**Run 1: placement view**

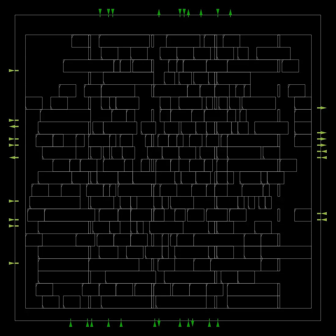
**Run 1: metal layers overlaid**

(6 px per um) Two of the layers only.
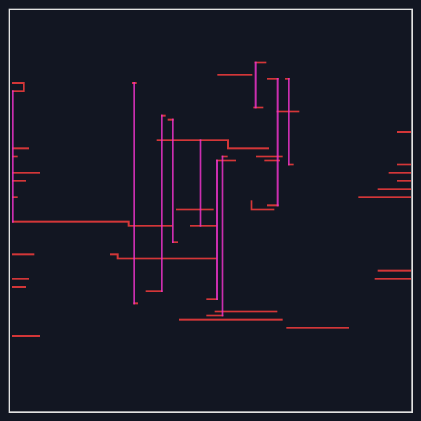
**Run 1: PDN straps and rails**

(6 px per um) Pins as bars on the die edge.
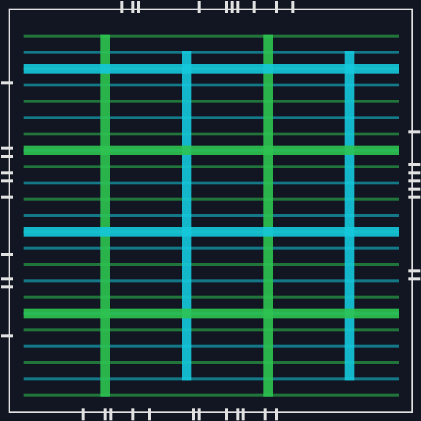
Design ula_pipe_nbits_flat, sky130hd; sources not shown.
==> changes_impl.md, run 1 <==
### Metrics

- Result of the run: finished clean
- Flop+latch power: 0.000469 W
- Worst-Skew Late Latency: 0.28 ns
- Met1 usage: 22.4%
- Signal arrival time at the worst endpoint: 3.35 ns
- Number of warnings in the stage logs: 27
- Worst setup path class: register to register
- Number of distinct standard cells referenced by the synthesized netlist: 44
- Post-synth mux share: 14.7%
- Post-synthesis cell count from yosys: 178
- Number of gates resized after CTS: 0
- Sw Ratio: 26.6%
- Largest net degree at the start of global routing: 25
- Net switching component of the power: 0.000251 W
- Async SR Flop Fraction: 0%
- Kind of capture point of the worst setup path: register
- DRC violation count after routing: 0
- Clock root buffer: sky130_fd_sc_hd__clkbuf_8
- Combinational gates: 131
- Highest clock rate: 311 MHz
- Xor/xnor cell area share of the yosys netlist: 1.74%
- Reg2reg setup slack: 0.59 ns
- Number of logic stages on the critical path including buffering: 11
- Number of standard cells in the final layout excluding fillers: 268
- Required time of the worst setup path: 3.94 ns
- Inverter count: 4
- Final setup slack of the worst path: 0.586 ns
- Global Route met2 Usage: 36.6%
- Unrepaired setup endpoints after global routing: false
- Part of the power in the clock network: 26.3%
- Largest logic family: simple AND/OR/NAND/NOR gates
- Power share of the combinational group: 24.1%
- Fraction of the mapped netlist area in simple logic gates: 16.3%
- Hold-critical path depth: 2
- First-pass GRT wire length: 6800 um
- Highest-utilization routing layer at the global route stage: met2
- Sequential cell area in the final layout: 961 um2
- Largest fanout of any net on the critical path: 6
- Biggest cell delay along the critical path: 0.52 ns
- EDFF count, synth: 24
- Synth flops: 36
- Post-Synthesis Net Count: 216
- Maximum buffer depth of the clock tree: 2
- Period minus WS final: 3.21 ns
- N_taps: 48
- Worst vdd ir: 0.226 mV
- Vias in the first global route: 1559
- Cell chain of the critical path: mux2_2, and2_1, inv_1, fa_1, fa_1, nand2b_2, a21oi_1, o21a_1, nor4_1, or3b_1, o31ai_2
- TritonCTS Buffers: 5
- CP most frequent cell: sky130_fd_sc_hd__fa_1
- Highest routed layer: met4
- Relative contribution of sequential cells to total power: 49.6%
- Number of antenna violations at the first check in global routing: 0
- Synthesized instance count: 178
- Main power group: sequential cells
- Commonest cells post-synth: 24 x sky130_fd_sc_hd__edfxtp_1, 24 x sky130_fd_sc_hd__mux2i_1, 18 x sky130_fd_sc_hd__nand2_1, 12 x sky130_fd_sc_hd__dfxtp_1, 9 x sky130_fd_sc_hd__nor2_1
- Post-DP HPWL: 3230 um
- Share of final-layout standard cells stronger than drive strength 1: 10.0%
- Slowest library cell on the worst path: sky130_fd_sc_hd__edfxtp_1
- Clock net sink count: 36
- Combined area of the multi-input logic cells: 1010 um2
- Startpoint type of the worst setup path: register
- Hold slack: 0.479 ns
- Aggregate global routing overflow: 0
- Multi-input gate share of the layout cell area: 39.8%
- Sequential cells: 36
- Layout clock buffer count: 7
- Gpl congestion: 0.860
- Fraction of the core area occupied by cells at floorplan: 53.9%
- Final-report max-slew violation count: 0
- Floorplan die area: 4480 um2
- Clock slew seen by the registers of the worst setup and hold paths: 0.07 ns
- Final-report hold violation count: 0
- Length of the first detailed-routing pass in iterations: 4
- Post-synthesis share of cell area spent on full adders, half adders and majority gates: 6.94%
- Non-clock buffer count: 41
- Vias per inst: 5.62
- M1 WL: 1680 um
Back to the opening pictures, 'placement view':
share of cell area taken by flip-flops and latches: 38.0%
fill cell total of the finished layout: 294

Back to the opening pictures, 'metal layers overlaid':
| layer | color | wire length |
|---|---|---|
| metal 3 | red | 215 um |
| metal 4 | magenta | 215 um |
Total GRT Usage: 21.2%
total length of routed wires: 4240 um
routed length per placed instance: 15.8 um
total number of vias: 1507

Back to the opening pictures, 'PDN straps and rails':
| net | color |
|---|---|
| VDD | cyan |
| VSS | green |
met4 straps: 4
signal pins: 40
met1 rails: 23
Die H: 66.9 um
floorplan core area: 3740 um2
width of the die: 66.9 um

==> run 2: changes to the inputs <==
--- a/config.mk
+++ b/config.mk
@@ -6,11 +6,11 @@
 export NUM_CORES = 1
 export LEC_CHECK = 0
 export CORE_MARGIN = 2
-export CORE_UTILIZATION = 51
+export CORE_UTILIZATION = 46
 export DETAILED_ROUTE_END_ITERATION = 7
 export HOLD_SLACK_MARGIN = 0.12
 export MAX_ROUTING_LAYER = met4
-export PLACE_DENSITY = 0.79
+export PLACE_DENSITY = 0.75
 export SLEW_MARGIN = 0
 export SYNTH_ARGS = -nofsm -noshare
 export SYNTH_HDL_FRONTEND = slang
==> constraint.sdc (replaced) <==
create_clock -name clk -period 2.75 [get_ports clk]
set_clock_uncertainty 0.05 [all_clocks]
set_input_delay 0.55 -clock clk [delete_from_list [all_inputs] [get_ports clk]]
set_output_delay 0.55 -clock clk [all_outputs]
set_load 0.005 [all_outputs]
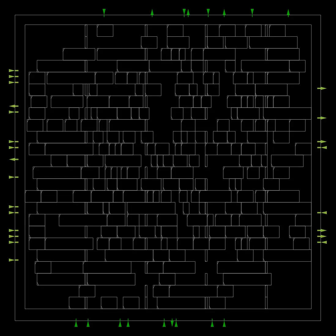
**Above:** run 2 (placement view).
fill cell total of the finished layout: 378
Cell Rows: 24
floorplan core area: 4290 um2

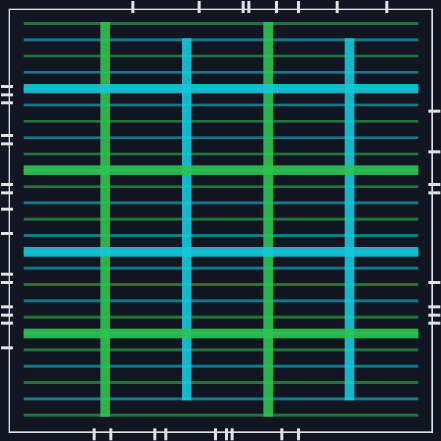
**Above:** run 2 (PDN straps and rails).
(6 px per um) Pins as bars on the die edge.
| net | color |
|---|---|
| VSS | green |
| VDD | cyan |
rows: 24
met5 straps: 4
signal pins: 40
met4 straps: 4
worst vdd ir: 0.322 mV
Die H: 70.2 um
width of the die: 70.2 um

==> run 2 against run 1 <==
  * The flow now finishes with violations (setup timing)
  * Synthesized cell count did not move
  * Utilization fell by 5.2 points
  * Sequential cell count unchanged
  * Sequential share of layout area shrank 2.1 points
  * Total power is 52% higher
  * Register-to-register slack got worse by 0.64 ns
  * Critical path type unchanged
==> changes_impl.md, run 2 <==
### Metrics

- Post-synthesis cell count from yosys: 178 (unchanged)
- Final Setup Violations: 1 (was 0)
- M1 WL: 1740 um (was 1680 um)
- Met1 usage: 21.3% (was 22.4%)
- Combinational gates: 131 (unchanged)
- Flop+latch power: 0.000640 W (was 0.000469 W)
- Final-report hold violation count: 0 (unchanged)
- Post-Synthesis Net Count: 216 (unchanged)
- Worst setup path class: register to register (unchanged)
- Count of boundary I/O pins: 40 (unchanged)
- First-pass GRT wire length: 6890 um (was 6800 um)
- Sw Ratio: 25.1% (was 26.6%)
- Sequential cell area in the final layout: 961 um2 (unchanged)
- Commonest cells post-synth: 24 x sky130_fd_sc_hd__edfxtp_1, 24 x sky130_fd_sc_hd__mux2i_1, 18 x sky130_fd_sc_hd__nand2_1, 12 x sky130_fd_sc_hd__dfxtp_1, 9 x sky130_fd_sc_hd__nor2_1 (unchanged)
- Post-synth mux share: 14.7% (unchanged)
- Final setup slack of the worst path: -0.0516 ns (was 0.586 ns)
- Part of the power in the clock network: 31.3% (was 26.3%)
- Synthesized instance count: 178 (unchanged)
- Result of the run: complete, but fails checks (was finished clean)
- Post-synthesis share of cell area spent on full adders, half adders and majority gates: 6.94% (unchanged)
- CP most frequent cell: sky130_fd_sc_hd__fa_2 (was sky130_fd_sc_hd__fa_1)
- Final-report max-slew violation count: 0 (unchanged)
- Length of the first detailed-routing pass in iterations: 4 (unchanged)
- Required time of the worst setup path: 2.90 ns (was 3.94 ns)
- Maximum buffer depth of the clock tree: 2 (unchanged)
- Largest logic family: simple AND/OR/NAND/NOR gates (unchanged)
- Vias per inst: 5.29 (was 5.62)
- Clock root buffer: sky130_fd_sc_hd__clkbuf_8 (unchanged)
- Clock slew seen by the registers of the worst setup and hold paths: 0.07 ns (about the same)
- Number of gates resized after CTS: 1 (was 0)
- Number of logic stages on the critical path including buffering: 11 (unchanged)
- DRC violation count after routing: 0 (unchanged)
- TritonCTS Buffers: 5 (unchanged)
- Highest-utilization routing layer at the global route stage: met2 (unchanged)
- Multi-input gate share of the layout cell area: 38.1% (was 39.8%)
- N_taps: 52 (was 48)
- Synth-to-layout area growth: 32.5% (was 25.2%)
- Relative contribution of sequential cells to total power: 44.5% (was 49.6%)
- Layout clock buffer count: 6 (was 7)
- Unrepaired setup endpoints after global routing: true (was false)
- Share of final-layout standard cells stronger than drive strength 1: 17.2% (was 10.0%)
- EDFF count, synth: 24 (unchanged)
- Number of antenna violations at the first check in global routing: 0 (unchanged)
- Highest clock rate: 357 MHz (was 311 MHz)
- Xor/xnor cell area share of the yosys netlist: 1.74% (unchanged)
- Hold-critical path depth: 2 (unchanged)
- Failing checks: setup timing
- Post-DP HPWL: 2990 um (was 3230 um)
- Inverter count: 4 (unchanged)
- Number of warnings in the stage logs: 29 (was 27)
- Period minus WS final: 2.80 ns (was 3.21 ns)
- Worst-Skew Late Latency: 0.29 ns (was 0.28 ns)
- Cell chain of the critical path: mux2_2, and2_1, inv_1, fa_2, fa_2, nand2b_4, nand2b_1, a211o_2, xnor2_1, or3_1, o31ai_2 (was mux2_2, and2_1, inv_1, fa_1, fa_1, nand2b_2, a21oi_1, o21a_1, nor4_1, or3b_1, o31ai_2)
- Share of cell area taken by flip-flops and latches: 35.9% (was 38.0%)
- Total power density per cell area: 538 nW/um2 (was 374 nW/um2)
- Aggregate global routing overflow: 0 (unchanged)
- Gpl congestion: 0.832 (was 0.860)
- Hold slack: 0.439 ns (was 0.479 ns)
- Biggest cell delay along the critical path: 0.40 ns (was 0.52 ns)
- Floorplan die area: 4930 um2 (was 4480 um2)
- Largest net degree at the start of global routing: 25 (unchanged)
- Net switching component of the power: 0.000362 W (was 0.000251 W)
- Vias in the first global route: 1520 (was 1559)
- Number of standard cells in the final layout excluding fillers: 285 (was 268)
- Slowest library cell on the worst path: sky130_fd_sc_hd__or3_1 (was sky130_fd_sc_hd__edfxtp_1)
- Setup slack at placement: -0.0355 ns (was 0.662 ns)
- Buffers inserted during post-CTS setup optimization: 0 (unchanged)
- Design internal power: 0.00108 W (was 0.000694 W)
- Startpoint type of the worst setup path: register (unchanged)
- CTS tree: yes (unchanged)
- Signal arrival time at the worst endpoint: 2.95 ns (was 3.35 ns)
- Most frequent standard cell in the layout excluding fill and tap cells: sky130_fd_sc_hd__clkdlybuf4s50_1 (unchanged)
- Number of distinct standard cells referenced by the synthesized netlist: 44 (unchanged)
- Async SR Flop Fraction: 0% (unchanged)
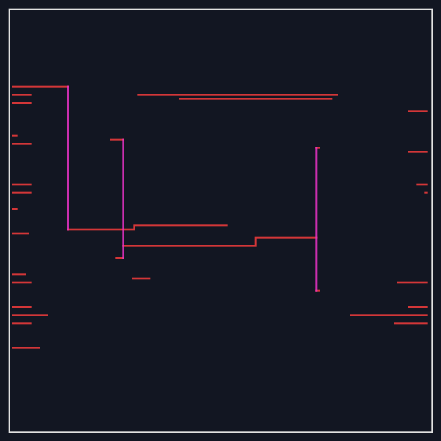
**Above:** run 2 (metal layers overlaid).
(6 px per um) Two of the layers only.
| layer | color | wire length |
|---|---|---|
| metal 4 | magenta | 67.3 um |
| metal 3 | red | 208 um |
routed length per placed instance: 14.0 um
total number of vias: 1509
total length of routed wires: 4000 um
Total GRT Usage: 18.4%

Power figures rest on the tool's default switching activity, not on a simulated workload.
